## config.mk

```make
export PLATFORM = sky130hd
export DESIGN_NAME = wb_stage
export DESIGN_NICKNAME = d
export VERILOG_FILES = /design/src/rtl/wb_stage.sv
export SDC_FILE = /design/constraint.sdc
export NUM_CORES = 1
export LEC_CHECK = 0
export ABC_AREA = 1
export CAP_MARGIN = 20
export CORE_ASPECT_RATIO = 2
export CORE_UTILIZATION = 35
export CTS_BUF_LIST = sky130_fd_sc_hd__clkbuf_4 sky130_fd_sc_hd__clkbuf_8
export CTS_CLUSTER_DIAMETER = 60
export DETAILED_ROUTE_END_ITERATION = 8
export PLACE_DENSITY_LB_ADDON = 0.2
export SYNTH_ARGS = -nofsm -noshare
export SYNTH_HDL_FRONTEND = slang
export SYNTH_SLANG_ARGS = --single-unit
```

## constraint.sdc

```tcl
create_clock -name clk -period 4.2 [get_ports clk]
set_input_delay 0.42 -clock clk [delete_from_list [all_inputs] [get_ports clk]]
set_output_delay 0.42 -clock clk [all_outputs]
set_load 0.01 [all_outputs]
```

## src/rtl/wb_stage.sv

```systemverilog
// Write-back stage: merges memory-stage and MDU results onto the single
// register-file write port. A one-entry hold buffer absorbs collisions between the two sources.
module wb_stage #(
  parameter int WORD_WIDTH = 32,
  parameter int ADDR_WIDTH = 5
) (
  input  logic                  clk,
  input  logic                  rst_n,
  input  logic                  mem_valid_i,
  output logic                  mem_ready_o,
  input  logic [ADDR_WIDTH-1:0] mem_rd_i,
  input  logic                  mem_wen_i,
  input  logic                  mem_load_i,
  input  logic [2:0]            load_type_i,
  input  logic [1:0]            byte_off_i,
  input  logic [WORD_WIDTH-1:0] alu_result_i,
  input  logic [WORD_WIDTH-1:0] mem_rdata_i,
  input  logic                  mdu_valid_i,
  output logic                  mdu_ready_o,
  input  logic [ADDR_WIDTH-1:0] mdu_rd_i,
  input  logic [WORD_WIDTH-1:0] mdu_result_i,
  output logic [ADDR_WIDTH-1:0] reg_waddr_o,
  output logic [WORD_WIDTH-1:0] reg_wdata_o,
  output logic                  reg_wen_o,
  output logic                  misalign_o,
  output logic [31:0]           wb_count_o
);

  typedef struct packed {
    logic [ADDR_WIDTH-1:0] rd;
    logic [WORD_WIDTH-1:0] data;
  } wb_req_t;

  logic            hold_valid;
  wb_req_t         hold_q;
  wb_req_t         mem_req, wr_d;
  logic            wen_d, hold_set;
  logic            mem_acc, mdu_acc, mem_bad, mem_wr, mdu_wr;
  logic [7:0]      ld_byte;
  logic [15:0]     ld_half;
  logic [WORD_WIDTH-1:0] ld_data;
  logic            ld_ok;

  // Ready depends only on hold state, so there is no input-to-ready path.
  assign mem_ready_o = !hold_valid;
  assign mdu_ready_o = !hold_valid;

  always_comb begin
    case (byte_off_i)
      2'd0:    ld_byte = mem_rdata_i[7:0];
      2'd1:    ld_byte = mem_rdata_i[15:8];
      2'd2:    ld_byte = mem_rdata_i[23:16];
      default: ld_byte = mem_rdata_i[31:24];
    endcase
    ld_half = byte_off_i[1] ? mem_rdata_i[31:16] : mem_rdata_i[15:0];
    ld_ok   = 1'b0;
    ld_data = mem_rdata_i;
    case (load_type_i)
      3'b000: begin ld_ok = 1'b1;             ld_data = {{(WORD_WIDTH-8){ld_byte[7]}}, ld_byte}; end
      3'b100: begin ld_ok = 1'b1;             ld_data = {{(WORD_WIDTH-8){1'b0}}, ld_byte}; end
      3'b001: begin ld_ok = !byte_off_i[0];   ld_data = {{(WORD_WIDTH-16){ld_half[15]}}, ld_half}; end
      3'b101: begin ld_ok = !byte_off_i[0];   ld_data = {{(WORD_WIDTH-16){1'b0}}, ld_half}; end
      3'b010: begin ld_ok = (byte_off_i == 2'd0); ld_data = mem_rdata_i; end
      default: begin ld_ok = 1'b0;            ld_data = mem_rdata_i; end
    endcase
  end

  assign mem_bad      = mem_load_i && !ld_ok;
  assign mem_req.rd   = mem_rd_i;
  assign mem_req.data = mem_load_i ? ld_data : alu_result_i;
  assign mem_acc      = mem_valid_i && !hold_valid;
  assign mdu_acc      = mdu_valid_i && !hold_valid;
  // Suppressed or misaligned results are consumed without claiming the port.
  assign mem_wr       = mem_acc && mem_wen_i && (mem_rd_i != '0) && !mem_bad;
  assign mdu_wr       = mdu_acc && (mdu_rd_i != '0);

  always_comb begin
    wen_d    = 1'b0;
    wr_d     = hold_q;
    hold_set = 1'b0;
    if (hold_valid) begin
      wen_d = 1'b1;
      wr_d  = hold_q;
    end else if (mdu_wr) begin
      wen_d     = 1'b1;
      wr_d.rd   = mdu_rd_i;
      wr_d.data = mdu_result_i;
      hold_set  = mem_wr;
    end else if (mem_wr) begin
      wen_d = 1'b1;
      wr_d  = mem_req;
    end
  end

  always_ff @(posedge clk or negedge rst_n) begin
    if (!rst_n) begin
      hold_valid  <= 1'b0;
      hold_q      <= '0;
      reg_waddr_o <= '0;
      reg_wdata_o <= '0;
      reg_wen_o   <= 1'b0;
      misalign_o  <= 1'b0;
      wb_count_o  <= '0;
    end else begin
      hold_valid <= hold_set;
      if (hold_set) hold_q <= mem_req;
      reg_wen_o  <= wen_d;
      if (wen_d) begin
        reg_waddr_o <= wr_d.rd;
        reg_wdata_o <= wr_d.data;
      end
      misalign_o <= mem_acc && mem_bad;
      wb_count_o <= wb_count_o + {31'd0, wen_d};
    end
  end

endmodule

```

Figure 1. Clock routing (run 1).
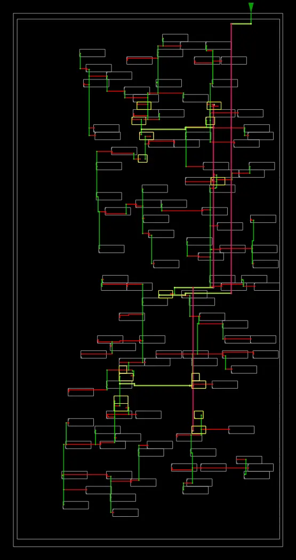
Clk power: 0.631 mW
CTS buffer count: 9
Flops: 109
Clock Sinks: 109

Figure 2. Clock network drawn from the DEF (run 1).
Drawn at 3 px/µm.
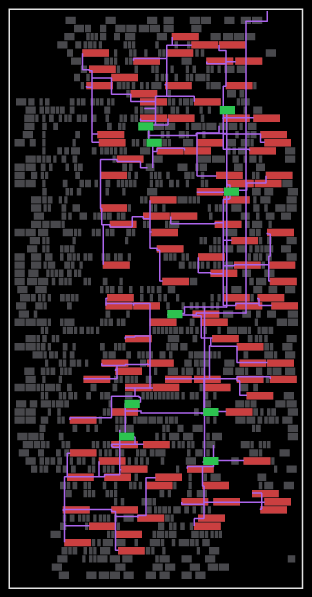
[purple] clock wires | length: 1,400 µm
[green] clock-net drivers | count: 9
[red] flip-flops | count: 109
routed clock nets	10

==> results.toml, run 1 <==
# yosys + openroad results
[outcome]
status = "completed"

[worst_setup_path]
critPathTopFamily = "simple AND/OR/NAND/NOR gates"
cp.depth = 18
rr_worst_depth = 19
rr_startpoint = "hold_valid"
cp_max_fo = 7
critPathLaunchType = "primary input"
max_stage_delay_ns = 0.53
reg2reg_slack_ns = 1.36
slowest_stage = "clkdlybuf4s50_1"
cp-startpoint = "load_type_i[0]"
worst_path_most_repeated_cell = "nand2_1"
arrival_ns = 3.23
path_cells = "clkdlybuf4s50_1, o21ai_0, nand2_1, nand3_1, nand2_2, inv_2, nor2_4, inv_2, ha_1, ha_1, nand2_1, nor2_2, nand3b_1, nor2_2, nand3_1, nor2_1, nand2_1, xor2_1"
crit_end = "wb_count_o[28]"

[logic_synthesis]
async_flop_share = 1.00
ys_ff = 109
yosysTopAreaCellShare = 0.430
synth_area_mm2 = 0.00635
synth_warnings = 0
top_cell = "nand2_1"
synthTopCellsByCount = "nand2_1 (387), dfrtp_1 (109), nor2_1 (68)"
edf_count = 0
ff_type = "dfrtp_1"
ys_area_mm2 = 0.00635
top_cells_by_area = "dfrtp_1 (43%), nand2_1 (23%), nor2_1 (4.0%), nand3_1 (3.7%), o21ai_0 (3.5%)"
fp_nets = 1026

[place]
place.port_buffers = 189
hpwl_um = 15600
gp_congestion = 0.953
dpl_worst_slack_ns = 0.796
dpl_cell_area_mm2 = 0.00837

[die]
ios = 190
chipWidth_um = 97.2
num_rows = 69
die_area_mm2 = 0.0187
fp_util = 0.357

[route]
wl_met1_um = 7780
met2WireLength_um = 10700
vias = 6328
drc = 0
first_iter_violations = 254
wirelength_um = 20200
wl_per_cell_um = 15.6
viasPerCell = 4.90
antenna_left = 0

[cts]
h-tree-depth = 3
clock_latency_ns = 0.38
post-cts-setup-buffers = 0
clkSlewWorstSetupHoldPaths_ns = 0.11
post_cts_resized = 0
cts_root_buf = "clkbuf_8"

[final_layout]
areaGrowthSynthToFinish_pct = 34.8
n_antenna_cell = 0
drive_gt1_frac = 0.0760
stdcell_area_mm2 = 0.00856
nFillCells = 1826
nNetsFinal = 1193
final_layout_top_logic_cells = "nand2_1 (387), clkdlybuf4s50_1 (188), dfrtp_1 (109)"

[flow_run]
warnings = 26
drv_cap = 0

[final_timing]
rsz0062_at_grt = "false"
fin_crit_sh = 0.706
setup_viol = 0
hold_viol = 0
setup_slack_ns = 1.23
slew-limit-headroom = 0.433
fmax_mhz = 337
layout_min_cycle_time_ns = 2.97
tns_ns = 0
skew_ns = 0.0148
slew_violations = 0
worst_pin_slew_ns = 0.850

[grt]
grt_pass1_wl_um = 31900
overflow = 0
antenna_found_initial = 0

[pwr]
power_mw = 2.99
ir_drop_mv = 0.145
Figure 3. I/O nets highlighted (run 1).
Drawn at 3 px/µm.
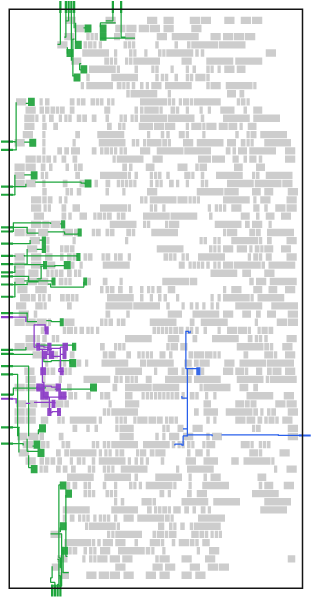
color	port	bits	direction	edge	end cells	buffers	wire
purple	byte_off_i	2	input	west	19	3	106 µm
blue	mdu_ready_o	1	output	east	1	1	89.1 µm
green	alu_result_i	32	input	21 west, 7 north, 4 south	32	32	581 µm

-- run 1: layout make-up --
| type | instances | area, µm² | share of cell area |
|---|---|---|---|
| Clock buffer | 11 | 151 | 0.0177 |
| Tap cell | 213 | 267 | 0.0311 |
| Clock inverter | 5 | 41.3 | 0.00482 |
| Inverter | 45 | 169 | 0.0197 |
| Multi-Input combinational cell | 707 | 3220 | 0.376 |
| Sequential cell | 109 | 2730 | 0.319 |
| Timing Repair Buffer | 202 | 1990 | 0.232 |
-- run 1: power breakdown --
part	leakage (nW)	internal (mW)	switching [mW]	total, mW
clock network	0.0926	0.254	0.378	0.631
logic	2.63	0.484	0.496	0.980
registers	1.38	1.25	0.134	1.38
total	4.10	1.99	1.01	2.99
-- run 1: through the flow --
step                 util  hold slack [ns]  std cells
finish              0.481           0.0115       1292
global route        0.481           0.0300       1292
CTS                 0.481          0.00493       1292
detailed placement  0.470            0.439       1276
global placement    0.470            0.442       1276
floorplan               -            0.124        907
-- run 1: state kept, by name, indices dropped and copies added, names as in the netlist --
signal       flops
hold_q          37
reg_waddr_o      5
reg_wdata_o     32
hold_valid       1
reg_wen_o        1
misalign_o       1
wb_count_o      32
-- run 1: metal layers --
| metal | vias to the layer above | track usage |
|---|---|---|
| li1 | 3193 | - |
| met1 | 2894 | 0.237 |
| met2 | 198 | 0.411 |
| met3 | 43 | 0.0232 |
| met4 | 0 | 0.122 |
| met5 | - | 0 |
-- run 1: cells by family (layout without fill, tap and decap cells) --
kind of cell / after synthesis / after routing / synth area share
buffers and inverters: 91 / 263 / 0.0640
AND-OR/OR-AND: 103 / 103 / 0.0871
AND/OR/NAND/NOR: 572 / 572 / 0.374
XOR/XNOR: 30 / 30 / 0.0414
adder cells (fa/ha/maj): 2 / 2 / 0.00394
flip-flops: 109 / 109 / 0.430
==> run 2: changes to the inputs <==
==> constraint.sdc (replaced) <==
create_clock -name clk -period 3.05 [get_ports clk]
set_input_delay 0.305 -clock clk [delete_from_list [all_inputs] [get_ports clk]]
set_output_delay 0.305 -clock clk [all_outputs]
set_load 0.01 [all_outputs]
Figure 4. I/O nets highlighted (run 2).
Drawn at 3 px/µm.
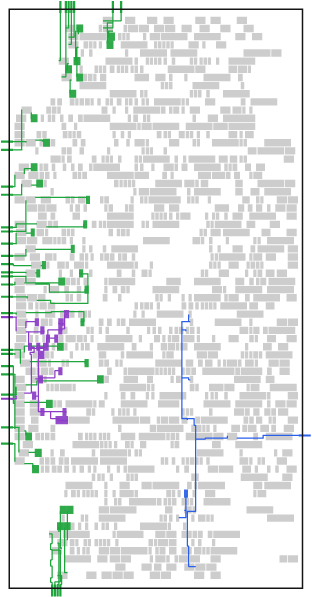
color	port	bits	direction	edge	end cells	buffers	wire
blue	mdu_ready_o	1	output	east	1	2	146 µm
purple	byte_off_i	2	input	west	19	3	130 µm
green	alu_result_i	32	input	21 west, 7 north, 4 south	32	32	610 µm
I/O Buffers: 189
number of I/O pins: 190

Figure 5. Clock network drawn from the DEF (run 2).
Drawn at 3 px/µm.
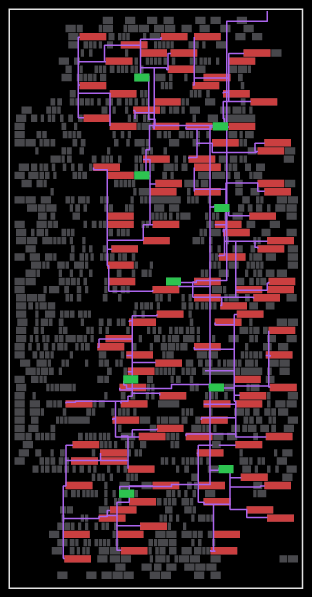
[purple] clock wires | length: 1,480 µm
[green] clock-net drivers | count: 9
[red] flip-flops | count: 109
routed clock nets	10
Clk pwr share: 0.249
clk_skew: 0.0135 ns
Clk power: 1.08 mW

==> run 2 against run 1 <==
Via count is 0.30% lower. Sequential power is 38% higher. Utilization is 1.1 points higher. Count of clock-buffer cells in the layout is 1 lower.
==> results.toml, run 2 <==
# yosys + openroad results
[outcome]
status = "completed"

[final_layout]
stdcell_count = 1306
regMostFlops = "hold_q"
areaGrowthSynthToFinish_pct = 37.8
stdcell_area_mm2 = 0.00875
fin_util = 0.492
drive_gt1_frac = 0.0861
top_regs = "hold_q (37), reg_wdata_o (32), wb_count_o (32)"

[final_timing]
setup_slack_ns = 0.463
fin_crit_sh = 0.848
tns_ns = 0
slew_violations = 0
layout_min_cycle_time_ns = 2.59
setup_viol = 0
slew-limit-headroom = 0.553
hold_viol = 0

[worst_setup_path]
max_stage_delay_ns = 0.46
rr_worst_depth = 19
rr_startpoint = "hold_valid"
cp_max_fo = 5
slowest_stage = "dfrtp_1"
critPathTopFamily = "simple AND/OR/NAND/NOR gates"
critPathLaunchType = "flip-flop"
reg2reg_slack_ns = 0.46

[die]
chipWidth_um = 97.2
fp_util = 0.357
die_area_mm2 = 0.0187
num_rows = 69

[place]
dpl_worst_slack_ns = 0.0162
place_inst = 1288
hpwl_um = 15500
gp_congestion = 0.944

[route]
drc = 0
antenna_left = 0
viasPerCell = 4.83
wl_per_cell_um = 15.5
first_iter_violations = 305

[cts]
cts_root_buf = "clkbuf_8"
post_cts_resized = 0
h-tree-depth = 3
clkSlewWorstSetupHoldPaths_ns = 0.10
cts_buffers = 9

[logic_synthesis]
top_cell = "nand2_1"
yosysTopAreaCellShare = 0.430
edf_count = 0
synth_warnings = 0
ff_type = "dfrtp_1"
top_cells_by_area = "dfrtp_1 (43%), nand2_1 (23%), nor2_1 (4.0%), nand3_1 (3.7%), o21ai_0 (3.5%)"
ys_area_mm2 = 0.00635
ys_ff = 109

[flow_run]
warnings = 26
drv_cap = 0

[grt]
overflow = 0
grt_pass1_wl_um = 31900
antenna_found_initial = 0

[pwr]
power_mw = 4.35
Figure 6. The metal 3 layer (run 2).
Drawn at 2 px/µm.
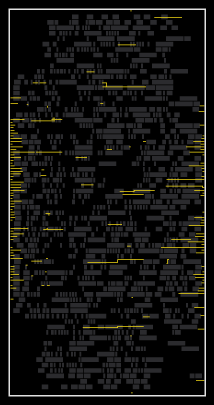
longest straight run	21.4 µm
share of all routed wire	3.1%
Via Count: 6,309
met3 usage: 0.0272
final wirelength: 20,200 µm

[run 2: cell counts after synthesis]
Identical to the previous run, type by type.
[run 2: area by class of cell]
cell class / count / area [µm²]
Antenna cell: 1 / 2.50
Clock buffer: 10 / 138
Clock inverter: 6 / 109
Fill cell: 1819 / 9030
Inverter: 45 / 169
Multi-Input combinational cell: 707 / 3220
Sequential cell: 109 / 2730
Tap cell: 213 / 267
Timing Repair Buffer: 215 / 2120
[run 2: layer usage]
layer	vias to the layer above	track usage	share of wire
met5	-	0	0
met4	0	0.104	0.036
met3	30	0.0272	0.031
met2	169	0.417	0.54
met1	2894	0.240	0.39
li1	3216	-	-
[run 2: worst max path at each step]
stage / cells after the start / from / endpoint
2_1_floorplan: 20 / hold_valid / wb_count_o[28]
4_1_cts: 19 / hold_valid / wb_count_o[28]
6_report: 19 / hold_valid / wb_count_o[28]
3_5_place_dp: 18 / load_type_i[0] / wb_count_o[28]
3_3_place_gp: 18 / load_type_i[0] / wb_count_o[28]
5_1_grt: 19 / hold_valid / wb_count_o[28]
[run 2: power by group]
part           switching (mW)  internal, mW
Combinational           0.683         0.685
Sequential              0.178          1.72
Clock                   0.515         0.568
[run 2: logic make-up (layout without fill, tap and decap cells)]
logic type,count (synthesis),count (layout),share of synthesized area
buffers and inverters,91,276,0.0640
XOR/XNOR,30,30,0.0414
other,0,1,0
AND-OR/OR-AND,103,103,0.0871
AND/OR/NAND/NOR,572,572,0.374
flip-flops,109,109,0.430
adder cells (fa/ha/maj),2,2,0.00394
[run 2: repair_timing]
| item | in CTS | in global routing |
|---|---|---|
| hold buffers | 1 | 0 |
| endpoints found under the hold margin | 49 | 0 |
| setup buffers | 0 | 0 |
==> run 3: changes to the inputs <==
==> constraint.sdc (replaced) <==
create_clock -name clk -period 2.7 [get_ports clk]
set_input_delay 0.27 -clock clk [delete_from_list [all_inputs] [get_ports clk]]
set_output_delay 0.27 -clock clk [all_outputs]
set_load 0.01 [all_outputs]
Figure 7. I/O nets highlighted (run 3).
Drawn at 3 px/µm.
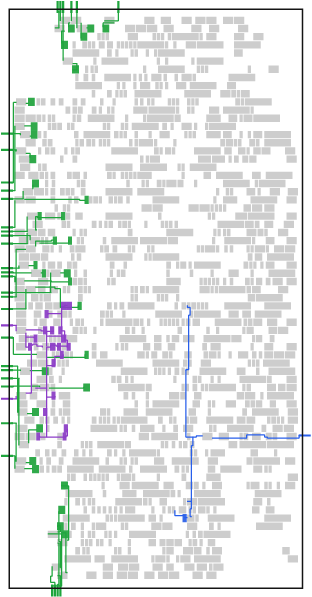
color	port	bits	direction	edge	end cells	buffers	wire
blue	mdu_ready_o	1	output	east	1	2	120 µm
purple	byte_off_i	2	input	west	19	4	147 µm
green	alu_result_i	32	input	22 west, 6 north, 4 south	32	32	579 µm

Figure 8. Placed cells, one color a class (run 3).
Drawn at 2 px/µm.
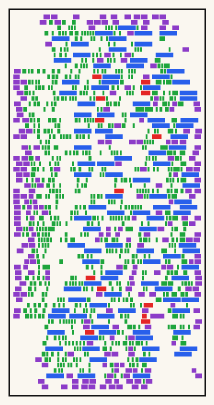
color	class	cells	share of their area
green	remaining logic cells	752	40%
red	clock drivers and dummy loads	13	2.0%
purple	remaining buffers and delay cells	240	27%
blue	registers	109	32%

==> run 3 against run 2 <==
Register-to-register slack got worse by 0.25 ns. Design area rose by 1.1%. Die size unchanged. Flip-flop count unchanged. Critical endpoint unchanged.
==> results.toml, run 3 <==
# yosys + openroad results
[logic_synthesis]
top_cells_by_area = "dfrtp_1 (43%), nand2_1 (23%), nor2_1 (4.0%), nand3_1 (3.7%), o21ai_0 (3.5%)"
edf_count = 0
top_cell = "nand2_1"
simple_gate_area_frac = 0.374
top_logic_kind = "simple AND/OR/NAND/NOR gates"
fp_nets = 1026
ff_type = "dfrtp_1"
mux_share = 0

[final_timing]
fin_hold_ws_ns = 0.433
setup_viol = 0
layout_min_cycle_time_ns = 2.49
worst_pin_slew_ns = 0.627
fin_crit_sh = 0.922
tns_ns = 0

[cts]
h-tree-depth = 3
cts_root_buf = "clkbuf_8"
post-cts-setup-buffers = 0

[grt]
use_met3 = 0.0221
met2_usage = 0.430
grt_pass1_wl_um = 32100
overflow = 0

[pwr]
p_seq_frac = 0.463
clk-power_mw = 0.922
power_mw = 4.63
ir_drop_mv = 0.251
internal_power_mw = 3.13
pg_comb_mw = 1.56
p_switching_mw = 1.50

[final_layout]
seqAreaFraction = 0.308
logic_gates = 707
fin_util = 0.497
clock_buffers = 12
final_layout_top_logic_cells = "nand2_1 (387), clkdlybuf4s50_1 (188), dfrtp_1 (109)"

[worst_setup_path]
cp_max_fo = 3
path_cells = "inv_2, nand2_1, nor2_1, nand2_1, inv_2, nand2_2, inv_2, nor2_4, inv_2, ha_1, ha_1, nand2_1, nor2_2, nand3b_1, nor2_4, nand3_1, nor2_2, nand2_1, xor2_1"
slowest_stage = "dfrtp_1"
rr_worst_depth = 19

[die]
ios = 190
fp_util = 0.357
taps = 213

[route]
drc = 0

[outcome]
status = "completed"

[flow_run]
drv_cap = 0
Figure 9. Clock network drawn from the DEF (run 3).
Drawn at 3 px/µm.
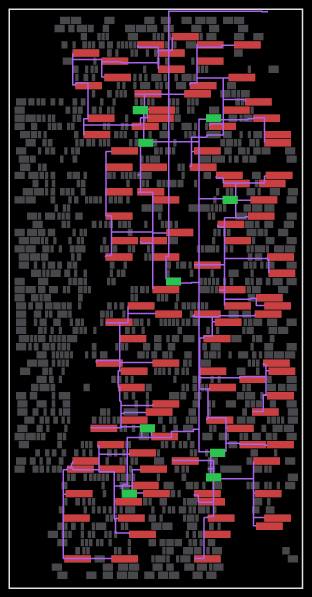
[red] flip-flops | count: 109
[purple] clock wires | length: 1,370 µm
[green] clock-net drivers | count: 9
routed clock nets	10
clk ins delay skew pair: 0.38 ns
clk_skew: 0.0139 ns

run 3: cell count changes in the layout (fill, tap and decap cells not counted), sizes merged:
cell      before  now
clkinvlp       0    1
inv           45   44
clkinv         3    1
diode          1    0
clkbuf        10   12
buf           26   51
bufinv         3    0
run 3: kinds of logic after synthesis:
logic type | count (synthesis)
buffers and inverters | 91
and+or+nand+nor | 572
adders and majority gates | 2
xor gates and xnor gates | 30
DFF | 109
AOI/OAI and AO/OA | 103
run 3: through the flow:
stage          worst slack (ns)  instances
2_1_floorplan            0.0406        907
6_report                  0.210       1327
5_1_grt                 -0.0196       1327
3_5_place_dp             -0.206       1313
4_1_cts                   0.118       1327
3_3_place_gp             -0.163       1313
run 3: metal layers:
metal	share of wire	up-vias
li1	-	3264
met1	0.38	2904
met2	0.56	158
met3	0.031	30
met4	0.029	0
met5	0	-
run 3: critical path, delay by kind of cell, from the launching register on:
family / cells / cell delay, ns
xor+xnor: 1 / 0.14
fa+ha+maj: 2 / 0.32
buf+inv: 4 / 0.26
flops: 1 / 0.43
simple gates: 12 / 1.21
run 3: repair_timing:
item | CTS | global route
endpoints found under the hold margin | 43 | 0
gates resized | 0 | 1
setup endpoints to repair | 0 | 2
hold buffers | 1 | 0
run 3: worst paths after layout:
| kind | startpoint | end | slack [ns] |
|---|---|---|---|
| worst min-delay path | rst_n | wb_count_o[20] | 0.43 |
| worst max register to register | hold_valid | wb_count_o[28] | 0.21 |
| max in group asynchronous | rst_n | hold_q[12] | 1.56 |
| worst max-delay path | hold_valid | wb_count_o[28] | 0.21 |
| min in group clk | hold_q[33] | hold_q[33] | 0.48 |
| worst min register to register | hold_q[33] | hold_q[33] | 0.48 |
Power is estimated from default activity; no workload was simulated.
